File: config.mk
export PLATFORM = sky130hd
export DESIGN_NAME = dvi_tmds_pipe
export DESIGN_NICKNAME = d
export VERILOG_FILES = /design/src/rtl/dvi_tmds_pipe.sv
export SDC_FILE = /design/constraint.sdc
export NUM_CORES = 1
export LEC_CHECK = 0
export CAP_MARGIN = 20
export CORE_AREA = 2 2 115 128
export DETAILED_ROUTE_END_ITERATION = 8
export DIE_AREA = 0 0 117 130
export SLEW_MARGIN = 25
export SYNTH_ARGS = -nofsm -noshare
export SYNTH_HDL_FRONTEND = slang
export SYNTH_SLANG_ARGS = --single-unit
File: constraint.sdc
create_clock -name clk_i -period 2.8 [get_ports clk_i]
set_input_delay 0.28 -clock clk_i [delete_from_list [all_inputs] [get_ports clk_i]]
set_output_delay 0.28 -clock clk_i [all_outputs]
set_load 0.01 [all_outputs]
File: src/rtl/dvi_tmds_pipe.sv
// -----------------------------------------------------------------------------
// dvi_tmds_pipe
//
// Pixel-clock front end of the DVI transmitter. Sync, DE and control bits are
// aligned to the pixel data through a programmable delay line. Sync polarity is
// then applied, and NUM_CH channels are TMDS-encoded in parallel. Each channel
// keeps its own running-disparity counter. The output words go to the
// per-channel serializers.
//
// Ports:
//   clk_i          pixel clock
//   rst_ni         asynchronous reset, active low
//   hsync_i        logical horizontal sync (1 = inside sync pulse)
//   vsync_i        logical vertical sync   (1 = inside sync pulse)
//   de_i           data enable (visible range)
//   ctl_i          C1/C0 pairs for channels 1..NUM_CH-1, pair k at [2k-1:2k-2]
//                  (C0 is the lower bit). When NUM_CH=1 this is a single unused
//                  bit, because a zero-width port is not legal.
//   pixel_i        colour, channel c at [c*COLOR_W +: COLOR_W]
//   force_black_i  during DE, encode 0x00 on all channels in place of pixel_i
//   tmds_o         10-bit TMDS words, channel c at [c*10 +: 10], bit 0 sent first
//
// Latency: pixel_i and force_black_i take 1 cycle to reach tmds_o.
//          hsync/vsync/de/ctl take SYNC_DELAY+1 cycles.
// -----------------------------------------------------------------------------
module dvi_tmds_pipe #(
    parameter int unsigned NUM_CH         = 3,
    parameter int unsigned COLOR_W        = 8,
    parameter int unsigned SYNC_DELAY     = 1,
    parameter bit          HSYNC_ACT_HIGH = 1'b1,
    parameter bit          VSYNC_ACT_HIGH = 1'b1,
    localparam int unsigned CTL_W         = (NUM_CH > 1) ? 2 * NUM_CH - 2 : 1
) (
    input  logic                      clk_i,
    input  logic                      rst_ni,
    input  logic                      hsync_i,
    input  logic                      vsync_i,
    input  logic                      de_i,
    input  logic [CTL_W-1:0]          ctl_i,
    input  logic [NUM_CH*COLOR_W-1:0] pixel_i,
    input  logic                      force_black_i,
    output logic [NUM_CH*10-1:0]      tmds_o
);

    // Control-period tokens, indexed by {C1, C0}.
    localparam logic [9:0] TOK_00 = 10'b1101010100;
    localparam logic [9:0] TOK_01 = 10'b0010101011;
    localparam logic [9:0] TOK_10 = 10'b0101010100;
    localparam logic [9:0] TOK_11 = 10'b1010101011;

    // Bundle carried through the delay line: {ctl, de, vsync, hsync}.
    localparam int unsigned SW = CTL_W + 3;

    logic [SW-1:0]    sync_in;
    logic [SW-1:0]    sync_dly;
    logic             hs_dly;
    logic             vs_dly;
    logic             de_dly;
    logic [CTL_W-1:0] ctl_dly;
    logic             hsync_pol;
    logic             vsync_pol;

    assign sync_in = {ctl_i, de_i, vsync_i, hsync_i};

    // -------------------------------------------------------------------------
    // Sync/DE/control alignment delay line
    // -------------------------------------------------------------------------
    if (SYNC_DELAY == 0) begin : g_no_dly
        assign sync_dly = sync_in;
    end else begin : g_dly
        logic [SW-1:0] stage_q [SYNC_DELAY];

        always_ff @(posedge clk_i or negedge rst_ni) begin
            if (!rst_ni) begin
                for (int i = 0; i < int'(SYNC_DELAY); i++) begin
                    stage_q[i] <= '0;
                end
            end else begin
                stage_q[0] <= sync_in;
                for (int i = 1; i < int'(SYNC_DELAY); i++) begin
                    stage_q[i] <= stage_q[i-1];
                end
            end
        end

        assign sync_dly = stage_q[SYNC_DELAY-1];
    end

    assign hs_dly  = sync_dly[0];
    assign vs_dly  = sync_dly[1];
    assign de_dly  = sync_dly[2];
    assign ctl_dly = sync_dly[SW-1:3];

    // Convert logical sync into the on-wire C0/C1 level for channel 0.
    assign hsync_pol = HSYNC_ACT_HIGH ? hs_dly : ~hs_dly;
    assign vsync_pol = VSYNC_ACT_HIGH ? vs_dly : ~vs_dly;

    // -------------------------------------------------------------------------
    // Per-channel TMDS encoder
    // -------------------------------------------------------------------------
    for (genvar c = 0; c < NUM_CH; c++) begin : g_ch
        logic [1:0]         ctrl;      // {C1, C0}
        logic [COLOR_W-1:0] color;
        logic [7:0]         color8;
        logic [7:0]         d8;
        logic [3:0]         n1_d;
        logic               use_xnor;
        logic               acc;
        logic [8:0]         q_m;
        logic [3:0]         n1_q;
        logic signed [4:0]  bal;       // N1(q_m[7:0]) - N0(q_m[7:0])
        logic signed [4:0]  cnt_q;
        logic signed [4:0]  cnt_d;
        logic [9:0]         word_q;
        logic [9:0]         word_d;

        if (c == 0) begin : g_sync_ctrl
            assign ctrl = {vsync_pol, hsync_pol};
        end else begin : g_pair_ctrl
            assign ctrl = ctl_dly[2*c-1 -: 2];
        end

        assign color = pixel_i[c*COLOR_W +: COLOR_W];

        // Widen to 8 bits by repeating the colour MSB-first.
        for (genvar i = 0; i < 8; i++) begin : g_expand
            assign color8[7-i] = color[COLOR_W-1-(i % COLOR_W)];
        end

        // Stage 1: transition minimisation.
        always_comb begin
            d8       = force_black_i ? 8'h00 : color8;
            n1_d     = 4'($countones(d8));
            use_xnor = (n1_d > 4'd4) || ((n1_d == 4'd4) && !d8[0]);
            acc      = d8[0];
            q_m      = '0;
            q_m[0]   = acc;
            for (int i = 1; i < 8; i++) begin
                acc    = use_xnor ? ~(acc ^ d8[i]) : (acc ^ d8[i]);
                q_m[i] = acc;
            end
            q_m[8] = ~use_xnor;
        end

        // N1 - N0 over 8 bits is 2*N1 - 8. Modulo-32 arithmetic is exact here
        // because both the balance and the counter stay within +/-10.
        assign n1_q = 4'($countones(q_m[7:0]));
        assign bal  = $signed({n1_q, 1'b0}) - 5'sd8;

        // Stage 2: DC balancing, or a control token during blanking.
        always_comb begin
            word_d = TOK_00;
            cnt_d  = '0;
            if (!de_dly) begin
                case (ctrl)
                    2'b00:   word_d = TOK_00;
                    2'b01:   word_d = TOK_01;
                    2'b10:   word_d = TOK_10;
                    default: word_d = TOK_11;
                endcase
            end else if ((cnt_q == 5'sd0) || (n1_q == 4'd4)) begin
                word_d = {~q_m[8], q_m[8], q_m[8] ? q_m[7:0] : ~q_m[7:0]};
                cnt_d  = q_m[8] ? (cnt_q + bal) : (cnt_q - bal);
            end else if ((!cnt_q[4] && (n1_q > 4'd4)) || (cnt_q[4] && (n1_q < 4'd4))) begin
                // Running disparity would grow: invert the data bits.
                word_d = {1'b1, q_m[8], ~q_m[7:0]};
                cnt_d  = cnt_q + (q_m[8] ? 5'sd2 : 5'sd0) - bal;
            end else begin
                word_d = {1'b0, q_m[8], q_m[7:0]};
                cnt_d  = cnt_q - (q_m[8] ? 5'sd0 : 5'sd2) + bal;
            end
        end

        always_ff @(posedge clk_i or negedge rst_ni) begin
            if (!rst_ni) begin
                word_q <= TOK_00;
                cnt_q  <= '0;
            end else begin
                word_q <= word_d;
                cnt_q  <= cnt_d;
            end
        end

        assign tmds_o[c*10 +: 10] = word_q;
    end

endmodule

### Cell density map

12 x 13 tiles, from white (low) to dark blue (high), 0 to 100% covered.
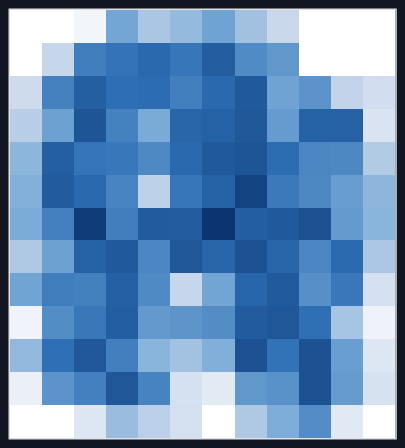
- nearly empty tiles: 8.3%
- fullest tile: 98%
- densest ninth of the die: middle
- mean over tiles: 55%
- tiles over 75% full: 30%

### Wiring by layer

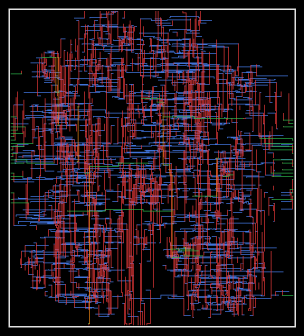
- metal 1: blue (wire length 5860 microns)
- metal 4: orange (wire length 212 microns)
- metal 3: green (wire length 358 microns)
- metal 2: red (wire length 7490 microns)

### Selected gate families

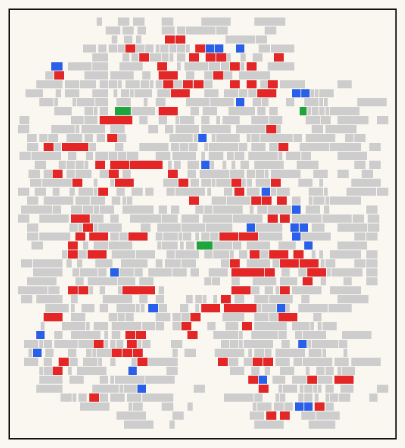
- XOR/XNOR gates: red (cells 104; most used xnor2_1)
- AND-OR and OR-AND gates: blue (cells 27; most used a21o_1)
- AND and OR gates: green (cells 3; most used or4b_4)

### Routing congestion

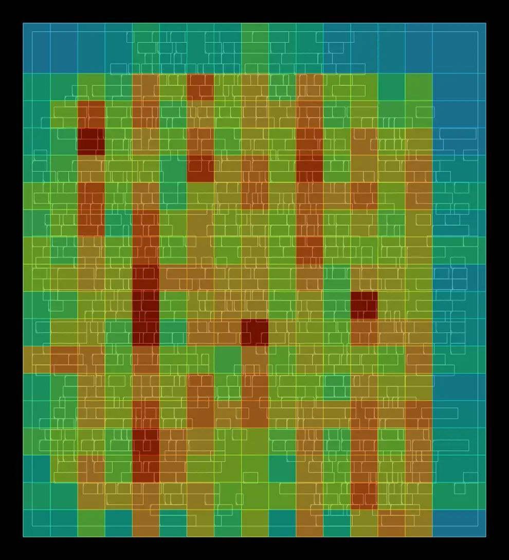
drt wl/cell: 14.7 microns
GR peak layer: met2

### Signal wires on met2

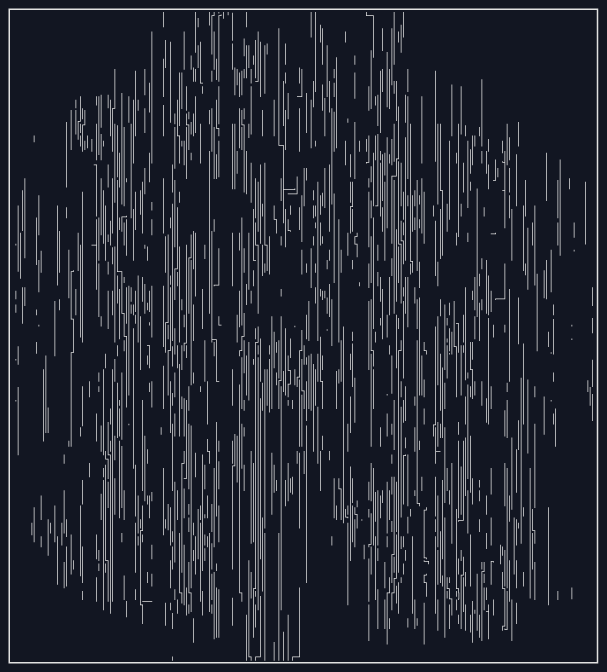
- nets with wire on the layer: 770
- wire length on this layer: 7490 microns
- share of all routed wire: 54%
- longest straight run: 50.3 microns
- main direction: vertical

==> impl_metrics.json <==
{
  "cts.htree.levels": 2,
  "largest_area_cell": "ha_1",
  "port_buffers": 63,
  "vias": 4388,
  "ys_chip_area_sq_um": 5460,
  "top_cells_by_count": "75 x ha_1, 65 x xnor2_1, 63 x inv_1, 39 x fa_1, 38 x nor2_1",
  "nNetsFinal": 899,
  "ys_sh_aoi": 0.116,
  "seq_cells": 49,
  "gr-total-overflow": 0,
  "fin_cells": 944,
  "antenna_found_initial": 0,
  "status": "finished, violations left",
  "reg_top3": "g_ch.word_q (30), g_ch.cnt_q (12), g_dly.stage_q (7)",
  "n_all_inverters": 64,
  "ys_sh_xor": 0.178,
  "cts_tree": "done",
  "comb_area_frac": 0.545,
  "fin_util": 0.606,
  "rr_worst_depth": 10,
  "post_synth_num_cell_types": 41,
  "syn-cell-area_sq_um": 5460,
  "die_w_microns": 117,
  "whs_ns": 0.398,
  "comb_area_sq_um": 4660,
  "rsz0062_at_grt": "yes",
  "largest_class": "logic gates",
  "area_growth_pct": 56.6,
  "synth_cells": 530,
  "clock_area_frac": 0.0171,
  "postSynthSeqShare": 0.228,
  "clockBufferDepth": 2,
  "seq_area_sq_um": 1240,
  "period_used_share": 2.68,
  "layout_setup_ws_ns": -4.71,
  "regMostFlops": "g_ch.word_q",
  "route.detailed.drc": 0,
  "vias_per_cell": 4.65,
  "synth-seq-cells": 49,
  "first_iter_violations": 92,
  "min_path_type": "in2reg",
  "cts_buffers": 5,
  "dpl_cell_area_sq_um": 7630,
  "finalHoldViolations": 0,
  "top_area_frac": 0.172,
  "fp-row-count": 46,
  "skew_ns": 0.0121,
  "pre_cts_slack_ns": -5.63,
  "n_antenna_cell": 0,
  "yosysWarnings": 0,
  "firstDrtPassIters": 5,
  "slowest_delay_ns": 0.57,
  "coreArea_sq_um": 14100,
  "drt_wl_total_mm": 13.9,
  "clock_buffers": 5,
  "async_flop_share": 1.00,
  "dpl.cell_count": 904,
  "final_area_sq_um": 8540,
  "setup_tns_ns": -174.60,
  "ant_nets": 0,
  "setup_viol": 42,
  "numClockSinks": 49,
  "cts_setup_buffers": 23,
  "clk_latency_ns": 0.31,
  "root_buffer": "clkbuf_16",
  "fmaxAchievable_ghz": 0.133,
  "cp_common_cell": "fa_1",
  "hold_depth": 1,
  "critPathLaunchType": "input pin",
  "simple_gate_share": 0.0766,
  "io_pins": 64,
  "failed_checks": "setup timing",
  "syn_area_per_cell_sq_um": 10.3,
  "grtUsageTotal": 0.190,
  "chipArea_sq_um": 15200,
  "crit_fanout": 6,
  "n_tap_cell": 192
}
final timing paths:
kind,slack (ns),start,endpoint
min in group asynchronous,0.53,rst_ni,g_ch[2].cnt_q[2]
hold reg to reg,0.68,g_dly.stage_q[6],g_ch[2].word_q[9]
setup reg to reg,0.42,g_ch[0].cnt_q[2],g_ch[0].cnt_q[4]
max in group asynchronous,1.67,rst_ni,g_ch[2].word_q[2]
setup / recovery,-4.71,force_black_i,g_ch[0].cnt_q[4]
hold / removal,0.40,vsync_i,g_dly.stage_q[1]
metal layers:
metal / vias to the layer above / routed length, microns / GRT usage
met4: 0 / 212 / 0.0464
met1: 2141 / 5860 / 0.229
li1: 2158 / - / -
met3: 18 / 357 / 0.0265
met5: - / 0 / 0
met2: 71 / 7490 / 0.354
